$ cat config.mk
export PLATFORM = sky130hd
export DESIGN_NAME = voice_envelope_mixer
export DESIGN_NICKNAME = d
export VERILOG_FILES = /design/src/rtl/piano_pkg.sv /design/src/rtl/voice_envelope.sv /design/src/rtl/voice_envelope_mixer.sv
export SDC_FILE = /design/constraint.sdc
export NUM_CORES = 1
export LEC_CHECK = 0
export CAP_MARGIN = 10
export CORE_MARGIN = 8
export CORE_UTILIZATION = 45
export CTS_BUF_LIST = sky130_fd_sc_hd__clkbuf_8
export DETAILED_ROUTE_END_ITERATION = 8
export HOLD_SLACK_MARGIN = 0.03
export PLACE_DENSITY_LB_ADDON = 0.25
export SYNTH_ARGS = -nofsm -noshare
export SYNTH_HDL_FRONTEND = slang
export SYNTH_SLANG_ARGS = --single-unit
$ cat constraint.sdc
create_clock -name clk -period 5.5 [get_ports clk]
set_input_delay 1.375 -clock clk [delete_from_list [all_inputs] [get_ports clk]]
set_output_delay 1.375 -clock clk [all_outputs]
set_load 0.1 [all_outputs]
$ cat src/rtl/piano_pkg.sv
// piano_pkg: shared types and constants for the keyboard envelope/mixer datapath.
//   env_state_t         : per-voice ADSR state encoding
//   DEFAULT_GAIN_MAX    : default full-scale envelope gain (GAIN_W = 8)
//   DEFAULT_SUSTAIN_LVL : default sustain gain
//   recip_lut(n)        : round(256/n), 0 for n = 0; used by mix normalisation
package piano_pkg;

    typedef enum logic [2:0] {
        IDLE    = 3'd0,
        ATTACK  = 3'd1,
        HOLD    = 3'd2,
        DECAY   = 3'd3,
        SUSTAIN = 3'd4,
        RELEASE = 3'd5
    } env_state_t;

    localparam int DEFAULT_GAIN_MAX    = 255;
    localparam int DEFAULT_SUSTAIN_LVL = 192;

    function automatic logic [8:0] recip_lut(input int unsigned n);
        if (n == 0) begin
            return 9'd0;
        end
        return 9'((256 + n / 2) / n);
    endfunction

endpackage

$ cat src/rtl/voice_envelope.sv
// voice_envelope: one ADSR state machine and gain register for a single voice.
// Ports:
//   clk, reset_n : clock, asynchronous active-low reset
//   tick         : one-cycle envelope step strobe (shared by all voices)
//   rise, fall   : registered key-down / key-up pulses for this voice
//   gain         : current envelope gain (registered)
//   active       : 1 when the voice is not IDLE (registered with the state)
module voice_envelope
    import piano_pkg::*;
#(
    parameter int GAIN_W      = 8,
    parameter int ATTACK_INC  = 8,
    parameter int HOLD_TICKS  = 64,
    parameter int DECAY_DEC   = 1,
    parameter int SUSTAIN_LVL = DEFAULT_SUSTAIN_LVL,
    parameter int RELEASE_DEC = 2
) (
    input  logic              clk,
    input  logic              reset_n,
    input  logic              tick,
    input  logic              rise,
    input  logic              fall,
    output logic [GAIN_W-1:0] gain,
    output logic              active
);

    localparam int W1     = GAIN_W + 1;
    localparam int HOLD_W = (HOLD_TICKS > 1) ? $clog2(HOLD_TICKS) : 1;

    localparam logic [GAIN_W:0]   GAIN_MAX  = W1'((1 << GAIN_W) - 1);
    localparam logic [GAIN_W:0]   INC       = W1'(ATTACK_INC);
    localparam logic [GAIN_W:0]   DDEC      = W1'(DECAY_DEC);
    localparam logic [GAIN_W:0]   RDEC      = W1'(RELEASE_DEC);
    localparam logic [GAIN_W:0]   SUS       = W1'(SUSTAIN_LVL);
    localparam logic [HOLD_W-1:0] HOLD_LAST = HOLD_W'(HOLD_TICKS - 1);

    env_state_t        state, state_nx;
    logic [GAIN_W-1:0] gain_nx;
    logic [HOLD_W-1:0] hold_cnt, hold_nx;
    logic [GAIN_W:0]   up, dn_decay, dn_rel;
    logic              key_phase;

    // Steps are computed one bit wider so the MSB flags overflow/borrow for clamping.
    always_comb begin
        up        = {1'b0, gain} + INC;
        dn_decay  = {1'b0, gain} - DDEC;
        dn_rel    = {1'b0, gain} - RDEC;
        key_phase = (state == ATTACK) || (state == HOLD) ||
                    (state == DECAY)  || (state == SUSTAIN);
        state_nx  = state;
        gain_nx   = gain;
        hold_nx   = hold_cnt;

        // Key events take priority over a coincident tick: no gain step that cycle.
        if (rise && (state == IDLE || state == RELEASE)) begin
            state_nx = ATTACK;
        end else if (fall && key_phase) begin
            state_nx = RELEASE;
        end else if (tick) begin
            case (state)
                ATTACK: begin
                    if (up >= GAIN_MAX) begin
                        gain_nx  = '1;
                        state_nx = HOLD;
                        hold_nx  = '0;
                    end else begin
                        gain_nx = up[GAIN_W-1:0];
                    end
                end
                HOLD: begin
                    if (hold_cnt == HOLD_LAST) begin
                        state_nx = DECAY;
                    end else begin
                        hold_nx = hold_cnt + 1'b1;
                    end
                end
                DECAY: begin
                    if (dn_decay[GAIN_W] || (dn_decay <= SUS)) begin
                        gain_nx  = SUS[GAIN_W-1:0];
                        state_nx = SUSTAIN;
                    end else begin
                        gain_nx = dn_decay[GAIN_W-1:0];
                    end
                end
                RELEASE: begin
                    if (dn_rel[GAIN_W] || (dn_rel == '0)) begin
                        gain_nx  = '0;
                        state_nx = IDLE;
                    end else begin
                        gain_nx = dn_rel[GAIN_W-1:0];
                    end
                end
                default: ;
            endcase
        end
    end

    always_ff @(posedge clk or negedge reset_n) begin
        if (!reset_n) begin
            state    <= IDLE;
            gain     <= '0;
            hold_cnt <= '0;
            active   <= 1'b0;
        end else begin
            state    <= state_nx;
            gain     <= gain_nx;
            hold_cnt <= hold_nx;
            active   <= (state_nx != IDLE);
        end
    end

endmodule

$ cat src/rtl/voice_envelope_mixer.sv
// voice_envelope_mixer: per-voice ADSR gain applied to voice samples, then mixed.
// Ports:
//   clk, reset_n : clock, asynchronous active-low reset
//   note_on      : per-voice key-held level
//   sample_in    : packed unsigned voice samples, voice i at [i*SAMPLE_W +: SAMPLE_W]
//   wave         : mixed, saturated, registered output sample
//   voice_active : bit i set while voice i is not IDLE
// Build option MIX_AUTOSCALE_EN: normalise the mix by the number of active voices
// (sum * round(256/n) >> 8); otherwise a fixed shift by $clog2(NUM_VOICES).
module voice_envelope_mixer
    import piano_pkg::*;
#(
    parameter int NUM_VOICES  = 3,
    parameter int SAMPLE_W    = 8,
    parameter int GAIN_W      = 8,
    parameter int TICK_DIV    = 312500,
    parameter int ATTACK_INC  = 8,
    parameter int HOLD_TICKS  = 64,
    parameter int DECAY_DEC   = 1,
    parameter int SUSTAIN_LVL = DEFAULT_SUSTAIN_LVL,
    parameter int RELEASE_DEC = 2
) (
    input  logic                           clk,
    input  logic                           reset_n,
    input  logic [NUM_VOICES-1:0]          note_on,
    input  logic [NUM_VOICES*SAMPLE_W-1:0] sample_in,
    output logic [SAMPLE_W-1:0]            wave,
    output logic [NUM_VOICES-1:0]          voice_active
);

    localparam int CNT_W  = (TICK_DIV > 1) ? $clog2(TICK_DIV) : 1;
    localparam int SUM_W  = SAMPLE_W + $clog2(NUM_VOICES + 1);
    localparam int PROD_W = SAMPLE_W + GAIN_W;
`ifdef MIX_AUTOSCALE_EN
    localparam int MIX_W  = SUM_W + 9;
`else
    localparam int MIX_W       = SUM_W;
    localparam int FIXED_SHIFT = $clog2(NUM_VOICES);
`endif

    localparam logic [CNT_W-1:0] CNT_LAST = CNT_W'(TICK_DIV - 1);
    localparam logic [MIX_W-1:0] SAT      = MIX_W'((1 << SAMPLE_W) - 1);

    // ---------------- tick prescaler ----------------
    logic [CNT_W-1:0] tick_cnt;
    logic             tick;

    always_comb begin
        tick = (tick_cnt == CNT_LAST);
    end

    always_ff @(posedge clk or negedge reset_n) begin
        if (!reset_n) begin
            tick_cnt <= '0;
        end else if (tick) begin
            tick_cnt <= '0;
        end else begin
            tick_cnt <= tick_cnt + 1'b1;
        end
    end

    // ---------------- key edge detect ----------------
    // rise/fall are registered so the FSM moves one edge after the edge-detect cycle.
    // armed stays low until a key has been seen released since reset, so a key
    // held through reset does not start a voice until it is lifted and pressed again.
    logic [NUM_VOICES-1:0] note_on_q, armed, rise, fall;

    always_ff @(posedge clk or negedge reset_n) begin
        if (!reset_n) begin
            note_on_q <= '0;
            armed     <= '0;
            rise      <= '0;
            fall      <= '0;
        end else begin
            note_on_q <= note_on;
            armed     <= armed | ~note_on;
            rise      <= note_on & ~note_on_q & armed;
            fall      <= ~note_on & note_on_q;
        end
    end

    // ---------------- per-voice envelopes ----------------
    logic [GAIN_W-1:0] gain [NUM_VOICES];

    for (genvar v = 0; v < NUM_VOICES; v++) begin : g_voice
        voice_envelope #(
            .GAIN_W      (GAIN_W),
            .ATTACK_INC  (ATTACK_INC),
            .HOLD_TICKS  (HOLD_TICKS),
            .DECAY_DEC   (DECAY_DEC),
            .SUSTAIN_LVL (SUSTAIN_LVL),
            .RELEASE_DEC (RELEASE_DEC)
        ) u_env (
            .clk     (clk),
            .reset_n (reset_n),
            .tick    (tick),
            .rise    (rise[v]),
            .fall    (fall[v]),
            .gain    (gain[v]),
            .active  (voice_active[v])
        );
    end

    // ---------------- scale stage ----------------
    logic [SAMPLE_W-1:0] scaled [NUM_VOICES];

    always_ff @(posedge clk or negedge reset_n) begin
        if (!reset_n) begin
            for (int unsigned i = 0; i < NUM_VOICES; i++) begin
                scaled[i] <= '0;
            end
        end else begin
            for (int unsigned i = 0; i < NUM_VOICES; i++) begin
                scaled[i] <= SAMPLE_W'((PROD_W'(sample_in[i*SAMPLE_W +: SAMPLE_W]) *
                                        PROD_W'(gain[i])) >> GAIN_W);
            end
        end
    end

    // ---------------- mix stage ----------------
    logic [SUM_W-1:0]    sum;
    logic [MIX_W-1:0]    mixed;
    logic [SAMPLE_W-1:0] wave_nx;

    always_comb begin
        sum = '0;
        for (int unsigned i = 0; i < NUM_VOICES; i++) begin
            sum = sum + SUM_W'(scaled[i]);
        end
`ifdef MIX_AUTOSCALE_EN
        // recip_lut(0) is 0, so an all-idle mix yields 0.
        mixed = (MIX_W'(sum) * MIX_W'(recip_lut($countones(voice_active)))) >> 8;
`else
        mixed = sum >> FIXED_SHIFT;
`endif
        wave_nx = (mixed > SAT) ? SAT[SAMPLE_W-1:0] : mixed[SAMPLE_W-1:0];
    end

    always_ff @(posedge clk or negedge reset_n) begin
        if (!reset_n) begin
            wave <= '0;
        end else begin
            wave <= wave_nx;
        end
    end

endmodule

### Clock network drawn from the DEF

Scale: 2 px per micron.
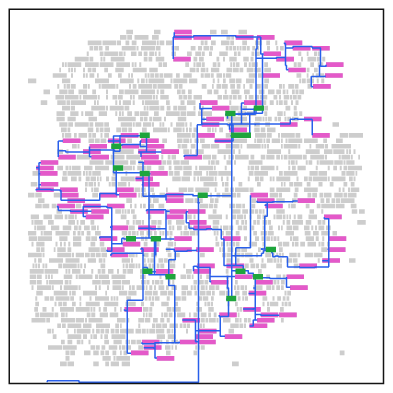
[blue] clock wires | length: 1,880 microns
[green] clock-net drivers | count: 17
[magenta] flip-flops | count: 117
routed clock nets	18

### Wiring by layer

Scale: 1.5 px per micron.
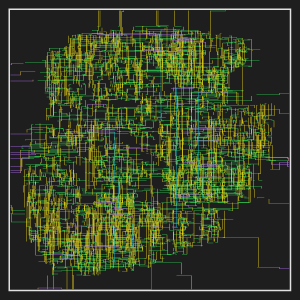
color	layer	wire length
cyan	M4	608 microns
yellow	M2	13,800 microns
green	M1	14,000 microns
purple	M3	964 microns
post-DR wirelength/cell: 15.1 microns
final wirelength: 29.4 mm
Total GRT Usage: 17.5%
Vias: 10,364

### Clock routing

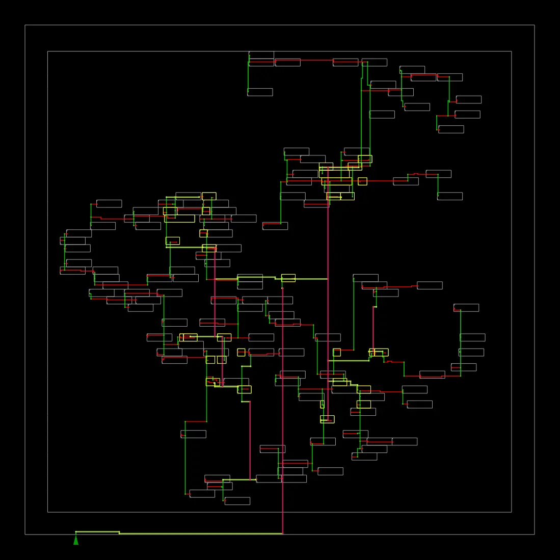
clk sinks: 117
clk ins delay skew pair: 0.45 ns
clock buf count: 19
clk_skew: 0.0195 ns
Clock Power: 0.851 mW

==> ci_impl_report.md <==
### Metrics collected by this job

| Metric | Value |
|---|---|
| Status | `finished clean` |
| Met2 routed WL | `13.8 mm` |
| Sequential share of power | `47.7%` |
| Pleak | `7.34 nW` |
| GR Util met1 | `24.1%` |
| Yosys cell count | `1,481` |
| Metal3 WL | `963 microns` |
| Distinct lib cells | `80` |
| Cell Area, Synth | `13,100 sq um` |
| Core ar. | `28,600 sq um` |
| Internal Power | `1.38 mW` |
| Cells after DPL | `1,908` |
| IO Pins | `40` |
| M3 GR Usage | `2.55%` |
| Root buffer cell | `clkbuf_8` |
| H-tree depth | `4` |
| WL met1 | `14.0 mm` |
| Seq. pwr | `0.875 mW` |
| Number of synthesized register bits | `117` |
| Fillcell total | `2,691` |
| YS chip area | `13,100 sq um` |
| IO buf count | `39` |
Power figures rest on the tool's default switching activity, not on a simulated workload.
